$ cat config.mk
export PLATFORM = sky130hd
export DESIGN_NAME = jamma_input_filter
export DESIGN_NICKNAME = d
export VERILOG_FILES = /design/src/rtl/jamma_pkg.sv /design/src/rtl/jamma_debounce_bit.sv /design/src/rtl/jamma_input_filter.sv
export SDC_FILE = /design/constraint.sdc
export NUM_CORES = 1
export LEC_CHECK = 0
export CAP_MARGIN = 20
export CORE_MARGIN = 2
export CORE_UTILIZATION = 59
export DETAILED_ROUTE_END_ITERATION = 16
export PLACE_DENSITY = 0.79
export SETUP_SLACK_MARGIN = 0.1
export SLEW_MARGIN = 15
export SYNTH_ARGS = -nofsm -noshare
export SYNTH_HDL_FRONTEND = slang
export SYNTH_SLANG_ARGS = --single-unit
export TNS_END_PERCENT = 30
$ cat constraint.sdc
create_clock -name clk -period 2.2 [get_ports clk]
set_input_delay 0.44 -clock clk [delete_from_list [all_inputs] [get_ports clk]]
set_output_delay 0.44 -clock clk [all_outputs]
set_load 0.02 [all_outputs]
$ cat src/rtl/jamma_pkg.sv
// Shared constants for the JAMMA harness input conditioning path.
package jamma_pkg;

    localparam int JAMMA_WIDTH = 29;
    localparam int COIN_A_BIT  = 20;
    localparam int COIN_B_BIT  = 21;

    localparam logic [JAMMA_WIDTH-1:0] COIN_MASK_DEFAULT =
        (JAMMA_WIDTH'(1) << COIN_A_BIT) | (JAMMA_WIDTH'(1) << COIN_B_BIT);

    // JAMMA inputs are active-low, so the released level is 1.
    localparam logic IDLE_LEVEL_DEFAULT = 1'b1;

    // Width of a counter that must hold values 0..maxVal (never narrower than 1 bit).
    function automatic int ctrWidth(input int maxVal);
        return (maxVal < 1) ? 1 : $clog2(maxVal + 1);
    endfunction

endpackage

$ cat src/rtl/jamma_debounce_bit.sv
// One harness input: synchroniser chain, tick-paced debounce counter and
// the accepted (stable) level.
module jamma_debounce_bit
    import jamma_pkg::*;
#(
    parameter int   SYNC_STAGES  = 2,
    parameter int   STABLE_TICKS = 4,
    parameter logic IDLE_LEVEL   = IDLE_LEVEL_DEFAULT
) (
    input  logic clk,
    input  logic nReset,
    input  logic tick,
    input  logic din,
    output logic dout
);

    localparam int CW = ctrWidth(STABLE_TICKS);

    logic [SYNC_STAGES-1:0] syncReg;
    logic [CW-1:0]          countReg;
    logic                   stableReg;
    logic                   sampled;

    assign sampled = syncReg[SYNC_STAGES-1];
    assign dout    = stableReg;

    always_ff @(posedge clk or negedge nReset) begin
        if (!nReset) begin
            syncReg   <= {SYNC_STAGES{IDLE_LEVEL}};
            countReg  <= '0;
            stableReg <= IDLE_LEVEL;
        end else begin
            syncReg <= {syncReg[SYNC_STAGES-2:0], din};
            if (tick) begin
                // Any agreeing tick restarts the run, so only consecutive
                // disagreements can ever reach the accept point.
                if (sampled == stableReg) begin
                    countReg <= '0;
                end else if (countReg == CW'(STABLE_TICKS - 1)) begin
                    stableReg <= sampled;
                    countReg  <= '0;
                end else begin
                    countReg <= countReg + 1'b1;
                end
            end
        end
    end

endmodule

$ cat src/rtl/jamma_input_filter.sv
// Conditions raw JAMMA inputs: per-bit sync + debounce, coin pulse stretching,
// and an output freeze so a packet read sees one consistent snapshot.
module jamma_input_filter
    import jamma_pkg::*;
#(
    parameter int               WIDTH        = JAMMA_WIDTH,
    parameter int               PRESCALE     = 1000,
    parameter int               STABLE_TICKS = 4,
    parameter int               SYNC_STAGES  = 2,
    parameter logic             IDLE_LEVEL   = IDLE_LEVEL_DEFAULT,
    parameter logic [WIDTH-1:0] COIN_MASK    = WIDTH'(COIN_MASK_DEFAULT),
    parameter int               HOLD_TICKS   = 8
) (
    input  logic             clk,
    input  logic             nReset,
    input  logic [WIDTH-1:0] Pin,
    input  logic             freeze,
    output logic [WIDTH-1:0] P,
    output logic             tick
);

    localparam int PW = ctrWidth(PRESCALE - 1);
    localparam int HW = ctrWidth(HOLD_TICKS);

    logic [PW-1:0]          preReg;
    logic [PW-1:0]          preNext;
    logic                   tickReg;
    logic [SYNC_STAGES-1:0] fzSyncReg;
    logic                   fz;
    logic                   fzPrevReg;
    logic [WIDTH-1:0]       stable;
    logic [WIDTH-1:0]       filt;
    logic [WIDTH-1:0]       snapReg;
    logic [WIDTH-1:0]       pReg;

    assign fz   = fzSyncReg[SYNC_STAGES-1];
    assign P    = pReg;
    assign tick = tickReg;

    always_comb begin
        preNext = (preReg == PW'(PRESCALE - 1)) ? '0 : preReg + 1'b1;
    end

    // tick is registered so it is high exactly while the count sits at PRESCALE-1.
    always_ff @(posedge clk or negedge nReset) begin
        if (!nReset) begin
            preReg  <= '0;
            tickReg <= 1'b0;
        end else begin
            preReg  <= preNext;
            tickReg <= (preNext == PW'(PRESCALE - 1));
        end
    end

    genvar gi;
    generate
        for (gi = 0; gi < WIDTH; gi++) begin : g_bit
            jamma_debounce_bit #(
                .SYNC_STAGES (SYNC_STAGES),
                .STABLE_TICKS(STABLE_TICKS),
                .IDLE_LEVEL  (IDLE_LEVEL)
            ) u_deb (
                .clk   (clk),
                .nReset(nReset),
                .tick  (tickReg),
                .din   (Pin[gi]),
                .dout  (stable[gi])
            );

            if (COIN_MASK[gi]) begin : g_coin
                logic [HW-1:0] holdReg;
                logic          actPrevReg;
                logic          act;

                assign act = (stable[gi] != IDLE_LEVEL);

                // Activation is seen one cycle after the accepting tick; when that
                // cycle is itself a tick, the reload absorbs that tick's decrement.
                always_ff @(posedge clk or negedge nReset) begin
                    if (!nReset) begin
                        holdReg    <= '0;
                        actPrevReg <= 1'b0;
                    end else begin
                        actPrevReg <= act;
                        if (act && !actPrevReg) begin
                            holdReg <= (tickReg && !fz) ? HW'(HOLD_TICKS - 1) : HW'(HOLD_TICKS);
                        end else if (tickReg && !fz && (holdReg != '0)) begin
                            holdReg <= holdReg - 1'b1;
                        end
                    end
                end

                assign filt[gi] = (act || (holdReg != '0)) ? ~IDLE_LEVEL : IDLE_LEVEL;
            end else begin : g_plain
                assign filt[gi] = stable[gi];
            end
        end
    endgenerate

    // On the first frozen cycle the snapshot is being taken from filt, so P
    // takes filt directly; from then on it replays the snapshot.
    always_ff @(posedge clk or negedge nReset) begin
        if (!nReset) begin
            fzSyncReg <= '0;
            fzPrevReg <= 1'b0;
            snapReg   <= {WIDTH{IDLE_LEVEL}};
            pReg      <= {WIDTH{IDLE_LEVEL}};
        end else begin
            fzSyncReg <= {fzSyncReg[SYNC_STAGES-2:0], freeze};
            fzPrevReg <= fz;
            if (fz && !fzPrevReg) begin
                snapReg <= filt;
            end
            pReg <= (fz && fzPrevReg) ? snapReg : filt;
        end
    end

endmodule

==> run_1/logic_types.png <==
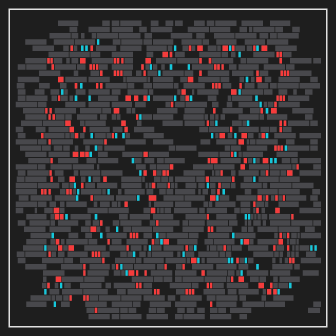
[NAND gates] red | cells: 209 | where: spread over the die
[inverters] cyan | cells: 82 | where: spread over the die
dominant logic cell type in the layout: dfstp_2
Comb area share: 0.2864
Final Non-Filler Cells: 1210

==> run_1/clocks.png <==
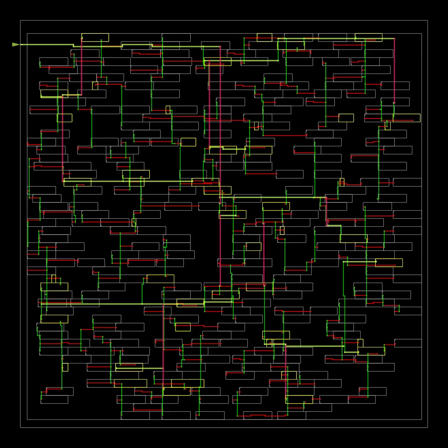
Skew-Pair Late Insertion Delay: 0.52 ns
Clk power: 4.46 mW
clock tree sinks: 256

==> run_1/flops_by_reg.png <==
Other sequential cells in the stronger grey, the rest of the logic in the fainter grey.
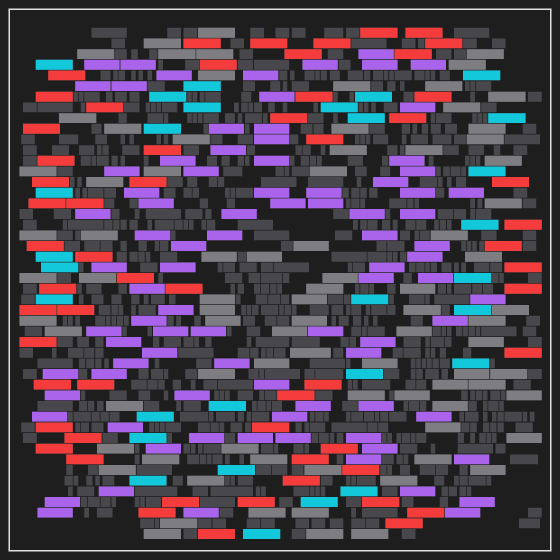
[snapReg] cyan | sequential cells: 29 | where: spread over the die
[g_bit.u_deb.countReg] purple | sequential cells: 87
[g_bit.u_deb.syncReg] red | sequential cells: 58 | where: spread over the die
not coloured: 82

==> out/results.txt, run 1 <==
R2r worst-path depth: 6
Diode count: 0
HP Start: Pin[0]
M3 GR Usage: 0.03201
Post-CTS Setup Bufs: 0
Worst path max stage delay: 0.60 ns
Synthesis-stage register bit count: 256
Asr flop ratio synth: 1.000
EDFF count, synth: 0
Critical path's top delay family: buffers and inverters
CP startpoint kind: register
Most Crowded Layer GR: met2
Top cells by area: dfstp_2 36%, dfrtp_1 26%, mux2_2 6.2%
Status: complete, no violations
Reg2reg start: preReg[0]$_DFF_PN0_
CP Capture Type: output port
Tmin final: 2.068 ns
HPWL Detailed: 10750 um
Yosys stat chip area: 10550 um^2
Critical Path Stages: 1
Reg area: 6591 um^2
Root buf cell: clkbuf_16
Synth area leader: dfstp_2
Pre-Place Util: 0.6057
Max Clock Skew: 0.01140 ns
Slew Limit Headroom: 0.5971
Slew Limit Fails: 0
Fin. Hold Viols: 0
Dominant kind of combinational cell: simple AND/OR/NAND/NOR gates
VDD IR max: 0.6233 mV
Top cells excl fill/tap: 145 x dfstp_2, 142 x nand2_1, 110 x dfrtp_1
## run 1: where the power goes
| part | switching (mW) | internal, mW |
|---|---|---|
| registers | 0.0308 | 4.82 |
| logic | 0.160 | 0.103 |
| clock network | 1.71 | 2.74 |
## run 1: worst reg2reg max path, cell delays in order (launching register included)
cell and delay (ns):
dfrtp_1 0.44, ha_1 0.25, nand2_1 0.14, nor4_2 0.32, and3b_1 0.22, a211o_1 0.28, and4_1 0.15
## run 1: metrics by stage
| step | cells | setup WS (ns) |
|---|---|---|
| after floorplan | 893 | 0.4574 |
| after global placement | 1161 | 0.3717 |
| after detailed placement | 1161 | 0.3067 |
| after CTS | 1210 | 0.09780 |
| after global routing | 1210 | 0.08561 |
| final | 1210 | 0.1320 |
--- run 2 (diff from run 1) ---
--- a/config.mk
+++ b/config.mk
@@ -9,6 +9,7 @@
 export CORE_MARGIN = 2
 export CORE_UTILIZATION = 59
 export DETAILED_ROUTE_END_ITERATION = 16
+export HOLD_SLACK_MARGIN = 0.06
 export PLACE_DENSITY = 0.79
 export SETUP_SLACK_MARGIN = 0.1
 export SLEW_MARGIN = 15
==> out/results.txt, run 2 <==
Reg2reg start: preReg[0]$_DFF_PN0_
EDFF count, synth: 0 (unchanged)
Status: complete, no violations
Worst path max stage delay: 0.60 ns (about the same)
Dominant logic cell type in the layout: dfstp_2
Top cells by area: dfstp_2 36%, dfrtp_1 26%, mux2_2 6.2%
VDD IR max: 0.6233 mV (unchanged)
Synthesis-stage register bit count: 256 (unchanged)
P_comb: 263 uW (about the same)
Post-route worst setup slack: 0.1320 ns (unchanged)
CP startpoint kind: register
HP Start: Pin[0]
Reg area: 6591 um^2 (unchanged)
Synth area leader: dfstp_2
Slew Limit Headroom: 0.5971 (unchanged)
Asr flop ratio synth: 1.000 (unchanged)
Diode count: 0 (unchanged)
Sequential cell fraction of total power: 0.507 (about the same)
Critical Path Stages: 1 (unchanged)
Seq. pwr: 4.85 mW (about the same)
Slew Limit Fails: 0 (unchanged)
Combinational group share of total power: 0.027 (about the same)
Final Non-Filler Cells: 1210 (unchanged)
Pre-Place Util: 0.6057 (unchanged)
Int Pwr: 7.665 mW (unchanged)
Fin. Hold Viols: 0 (unchanged)
Skew-Pair Late Insertion Delay: 0.52 ns (about the same)
Net Sw Frac: 0.1991 (unchanged)
DP Worst Slack: 0.3067 ns (unchanged)
Root buf cell: clkbuf_16
Number of placed instances with taps included: 1161 (unchanged)
[run 2: cell counts in the layout (fill, tap and decap cells not counted)]
No cell type changed its count.
[run 2: logic make-up (layout without fill, tap and decap cells)]
kind of cell | count (synthesis) | in the layout | share of synthesized area
and+or+nand+nor | 264 | 264 | 0.1235
DFF | 256 | 256 | 0.6244
AOI/OAI and AO/OA | 134 | 134 | 0.07982
buffers and inverters | 111 | 203 | 0.03973
muxes | 59 | 59 | 0.06286
adders and majority gates | 35 | 35 | 0.04151
xor gates and xnor gates | 34 | 34 | 0.02823
[run 2: routing by layer]
metal  track usage  vias to the layer above
met4       0.05329                        0
li1              -                     3133
met1        0.2523                     3140
met2        0.3156                       97
met5             0                        -
met3       0.03201                       31
==> run_2/logic_types.png <==
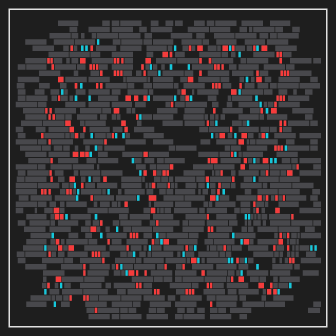
[inverters] cyan | cells: 82 | where: spread over the die
[NAND gates] red | cells: 209 | where: spread over the die

==> run_2/clocks.png <==
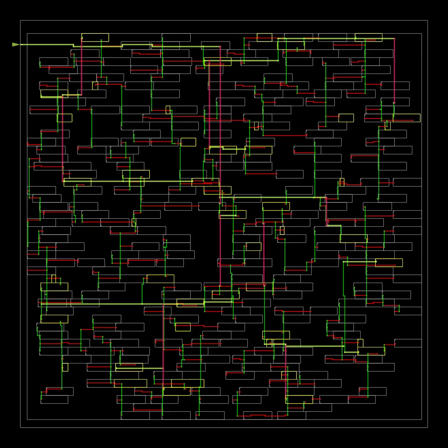
clock buffers: 41
CTS Buf Count: 26
flip-flops: 256
Max Clock Skew: 0.01140 ns

--- run 3 (diff from run 2) ---
--- a/config.mk
+++ b/config.mk
@@ -7,10 +7,10 @@
 export LEC_CHECK = 0
 export CAP_MARGIN = 20
 export CORE_MARGIN = 2
-export CORE_UTILIZATION = 59
+export CORE_UTILIZATION = 53
 export DETAILED_ROUTE_END_ITERATION = 16
 export HOLD_SLACK_MARGIN = 0.06
-export PLACE_DENSITY = 0.79
+export PLACE_DENSITY = 0.75
 export SETUP_SLACK_MARGIN = 0.1
 export SLEW_MARGIN = 15
 export SYNTH_ARGS = -nofsm -noshare
==> constraint.sdc (replaced) <==
create_clock -name clk -period 1.7 [get_ports clk]
set_input_delay 0.34 -clock clk [delete_from_list [all_inputs] [get_ports clk]]
set_output_delay 0.34 -clock clk [all_outputs]
set_load 0.02 [all_outputs]
==> out/results.txt, run 3 <==
Status: complete, no violations
Mux area share: 0.06286 (unchanged)
HP Start: Pin[1]
Ports: 62
Metal2 WL: 8876 um
Int Pwr: 9.498 mW (+24%)
Reg2reg start: preReg[1]$_DFF_PN0_
Root buf cell: clkbuf_16
Fin. Hold Viols: 0 (unchanged)
Number of placed instances with taps included: 1208 (+4.0%)
Yosys stat chip area: 10550 um^2
Area leader share: 0.3611
Net Sw Frac: 0.2057 (+0.006579)
Final Non-Filler Cells: 1261 (+4.2%)
Slew Limit Fails: 0 (unchanged)
Top cells by area: dfstp_2 36%, dfrtp_1 26%, mux2_2 6.2%
Via density: 5.117
Critical Path Stages: 1 (unchanged)
Pre-Place Util: 0.5403 (-0.06544)
Post-synthesis simple-gate area fraction: 0.1235 (unchanged)
Dominant logic cell type in the layout: dfstp_2
Sequential cell fraction of total power: 0.525 (+0.018)
VDD IR max: 0.6552 mV (+5.1%)
Combinational group share of total power: 0.030 (+0.003)
Dominant kind of combinational cell: simple AND/OR/NAND/NOR gates
Skew-Pair Late Insertion Delay: 0.52 ns (about the same)
Adder-Cell Fraction of Synth Area: 0.04151 (unchanged)
Chip Area: 21050 um^2
Worst path max stage delay: 0.52 ns (-0.08 ns)
P_comb: 355 uW (+35%)
XOR/XNOR Area Share: 0.02823 (unchanged)
DP Worst Slack: 0.07265 ns (-0.2341 ns)
Synthesis-stage register bit count: 256 (unchanged)
EDFF count, synth: 0 (unchanged)
Diode count: 0 (unchanged)
Slew Limit Headroom: 0.6976 (+0.1005)
Asr flop ratio synth: 1.000 (unchanged)
Final core utilization: 0.6405
-- run 3: cell counts after synthesis --
No cell type changed its count.
-- run 3: cell type report --
| type | instances | area [um^2] | area share |
|---|---|---|---|
| Clock buffer | 47 | 790.8 | 0.06323 |
| Tap cell | 265 | 331.6 | 0.02651 |
| Sequential cell | 256 | 6594 | 0.5272 |
| Multi-Input combinational cell | 526 | 3587 | 0.2868 |
| Inverter | 82 | 307.8 | 0.02461 |
| Timing Repair Buffer | 83 | 885.9 | 0.07083 |
| Clock inverter | 2 | 10.01 | 0.0008003 |
-- run 3: per-layer routing --
layer  global-route usage  up-vias
met5                    0        -
met4              0.04069        0
met3              0.02767       30
met2               0.2969       74
met1               0.2312     3192
li1                     -     3156
==> run_3/clocks.png <==
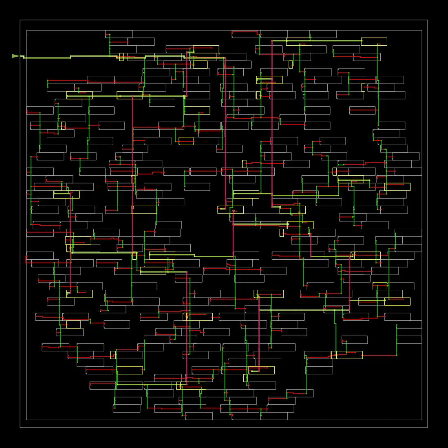
clock buffers: 47
CTS Buf Count: 27
Max Clock Skew: 0.009216 ns

==> run_3/layer_met1.png <==
Supply wires on this layer in grey.
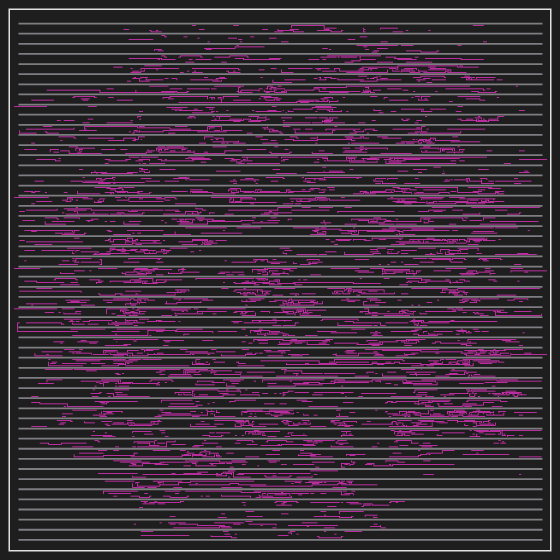
share of all routed wire: 46%
wire length on this layer: 8330 um


## Gallery

Power grid.
Pins as bars on the die edge.
Plate I
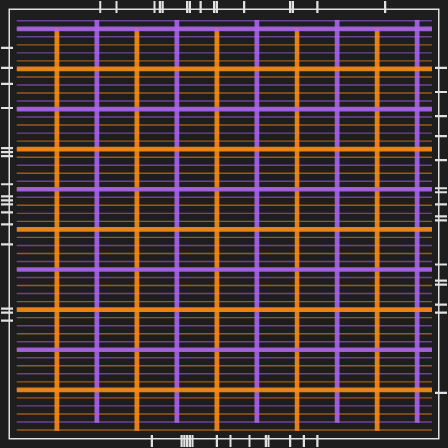
Plate II
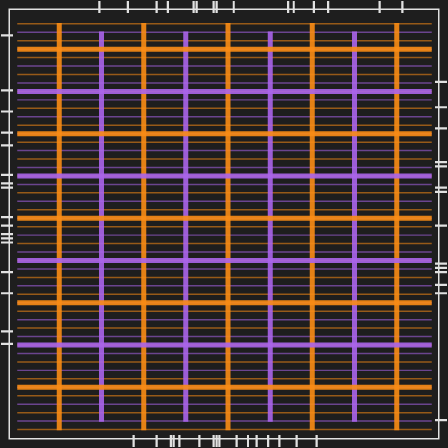
Plate II -> run 1
Plate I -> run 3

Key to Plate I:
[VDD] purple
[VSS] orange
met4 straps: 10
signal pins: 62

Power and IR drop assume default switching activity.
